==> images/final_placement.png <==
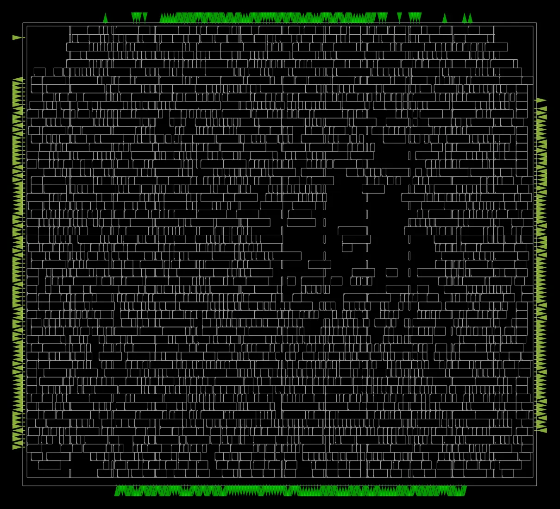
==> images/cell_classes.png <==
Bar = 50 µm. Fill, decap, tap and diode cells in gray.
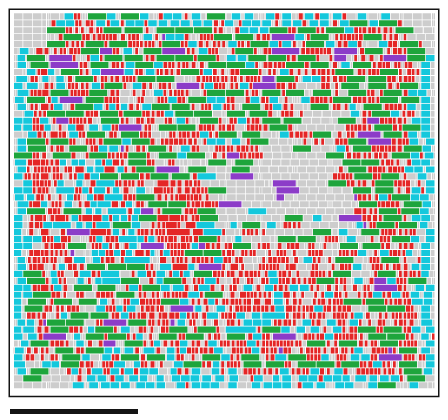
==> images/wire_density.png <==
33 x 30 tiles, from black (low) to pale yellow (high), scaled to the fullest tile. Values are wire area over tile area, all layers added.
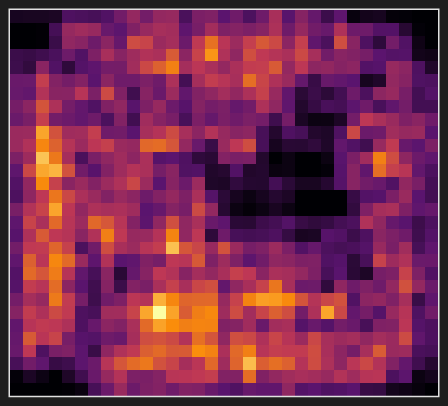
==> images/met1.png <==
Supply wires on this layer in gray.
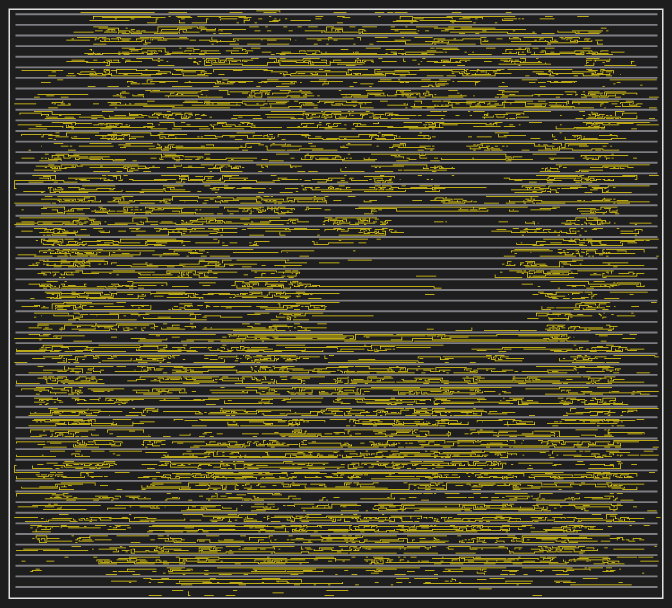
==> config.mk <==
export PLATFORM = sky130hd
export DESIGN_NAME = mem_access_stage
export DESIGN_NICKNAME = d
export VERILOG_FILES = /design/src/rtl/mem_access_stage.sv
export SDC_FILE = /design/constraint.sdc
export NUM_CORES = 1
export LEC_CHECK = 0
export ABC_AREA = 1
export CORE_ASPECT_RATIO = 0.9
export CORE_UTILIZATION = 51
export DETAILED_ROUTE_END_ITERATION = 8
export PLACE_DENSITY = 0.85
export SLEW_MARGIN = 20
export SYNTH_ARGS = -nofsm -noshare
export SYNTH_HDL_FRONTEND = slang
export SYNTH_SLANG_ARGS = --single-unit
==> constraint.sdc <==
create_clock -name clock -period 3.4 [get_ports clock]
set_input_delay 0.68 -clock clock [delete_from_list [all_inputs] [get_ports clock]]
set_output_delay 0.68 -clock clock [all_outputs]
set_load 0.005 [all_outputs]
==> flow_summary.ini <==
; generated from flow reports
[run_status]
outcome = complete, no violations

[die]
die_w_um = 167
fp-utilization_pct = 51.8
die_h_um = 151
io_pins = 385

[route]
drc = 0
wire_per_inst_um = 16.8
drtAntennaViolNets = 0

[hold_path]
min_path_cells = 2
min_path_type = reg2reg

[final_timing]
slew-limit-headroom_pct = 34.0
finalCritPeriodShare_pct = 97.7
finalMaxSlewViolations = 0
setup_viol = 0
clock_skew_ns = 0.00776

[clocking]
cts.clk_slew.worst_paths_ns = 0.06
clock_path_buffers = 3
cts_buffers = 27

[grt]
grt_antenna_before_repair = 1
grt_max_degree = 119
grt_use_met2_pct = 54.5
grt_pass1_vias = 12800

[cells_and_area]
final_cell_mix = nand2_1, clkdlybuf4s50_1, dfxtp_1
logic_area_um2 = 6170

[pwr]
power_density_nw_per_um2 = 732
vdd_drop_max_uv = 834

[placed_design]
portBuffers = 382

[setup_path]
r2r_cells = 10

[yosys]
ys.warnings.count = 0
yosysChipArea_um2 = 12500
synth_cells = 1951
syn-cell-area_um2 = 12500
yosys.cell_types.count = 33
Notes on final_placement.png above:
row count: 54
Seq area share: 28.9%
Non-Filler Instances: 2,629
tap cells: 308

Notes on cell_classes.png above:
Green shows flip-flops, cells 258. Cyan shows other buffers and delay cells, cells 475. Red shows all other logic, cells 1,537. Purple shows clock drivers and dummy loads, cells 49.
Final Instance Area: 17,900 µm²
fin util: 74.0%
core area: 24,200 µm²

Notes on wire_density.png above:
The mean over all tiles is 0.30. 3.7% of the tiles are nearly empty. The densest ninth of the die: south. 19% of the tiles are over half the peak. The fullest tile reaches 0.86.
vias: 14,300
GRT Overall Usage: 32.9%
final WL: 44.3 mm

Notes on met1.png above:
The layer carries 17,100 µm of wire. 2,228 nets have wire on it. The layer holds 39% of the routed length. The wires run mostly horizontal. The longest straight run is 58.0 µm.
GR Layer Usage met1: 40.9%

## critical path, cell delays in order
cell and delay [ns]:
clkdlybuf4s50_1 0.50, nand2_1 0.06, nor2_1 0.08, buf_4 0.13, nand3_4 0.11, buf_8 0.17, a21oi_2 0.20, nor2_1 0.07
nor2_1 0.12, clkdlybuf4s50_1 0.51
## Yosys cell counts, drive strengths merged
cell,count,area [µm²]
a21boi,8,60.1
a21oi,245,1230
a221oi,1,8.76
a31o,6,52.6
and3,1,6.26
buf,82,509
clkbuf,76,285
clkinv,1,3.75
conb,1,3.75
dfxtp,258,5160
ha,5,62.6
inv,126,473
nand2,739,2780
nand3,37,190
nand3b,1,7.51
nand4,8,50.1
nor2,152,586
nor3,6,35.0
nor3b,1,7.51
nor4,1,6.26
o211a,2,20.0
o211ai,6,45.0
o21a,1,7.51
o21ai,187,940
## per-stage QoR
stage / instance area, µm² / hold slack (ns) / setup slack, ns
detailed placement: 16700 / 0.442 / -0.322
global route: 17900 / 0.466 / -0.0624
global placement: 16700 / 0.434 / -0.200
finish: 17900 / 0.447 / 0.0796
CTS: 17700 / 0.449 / 0.000278
floorplan: 12500 / 0.425 / 0.899
## repair_timing
action | CTS | global route
endpoints found under the setup margin | 69 | 28
resized | 69 | 38
gates cloned | 2 | 1
buffers inserted | 3 | 3
## metal layers
layer  vias up  routed length [µm]
li1       6871                   -
met1      6545               17100
met2       773               20500
met3       153                4250
met4         0                2420
met5         -                   0
## area by class of cell
| type | count | area share (%) |
|---|---|---|
| clock inverter | 8 | 0.538 |
| multi-input combinational | 1409 | 34.5 |
| clock buffer | 41 | 4.57 |
| sequential | 258 | 28.9 |
| antenna | 2 | 0.0280 |
| timing repair buffer | 475 | 26.6 |
| tap | 308 | 2.15 |
| inverter | 127 | 2.77 |
| timing repair inverter | 1 | 0.0350 |
## kinds of logic after synthesis
kind of cell / share of synthesized area (%)
compound gates: 18.9
fa+ha+maj: 0.499
buf+inv: 10.1
flops: 41.2
other cells: 0.0299
simple gates: 29.2
## power by group
part | switching (mW) | internal, mW
Sequential | 0.324 | 3.63
Combinational | 3.65 | 2.45
Clock | 1.23 | 1.80
Power and IR drop assume default switching activity.
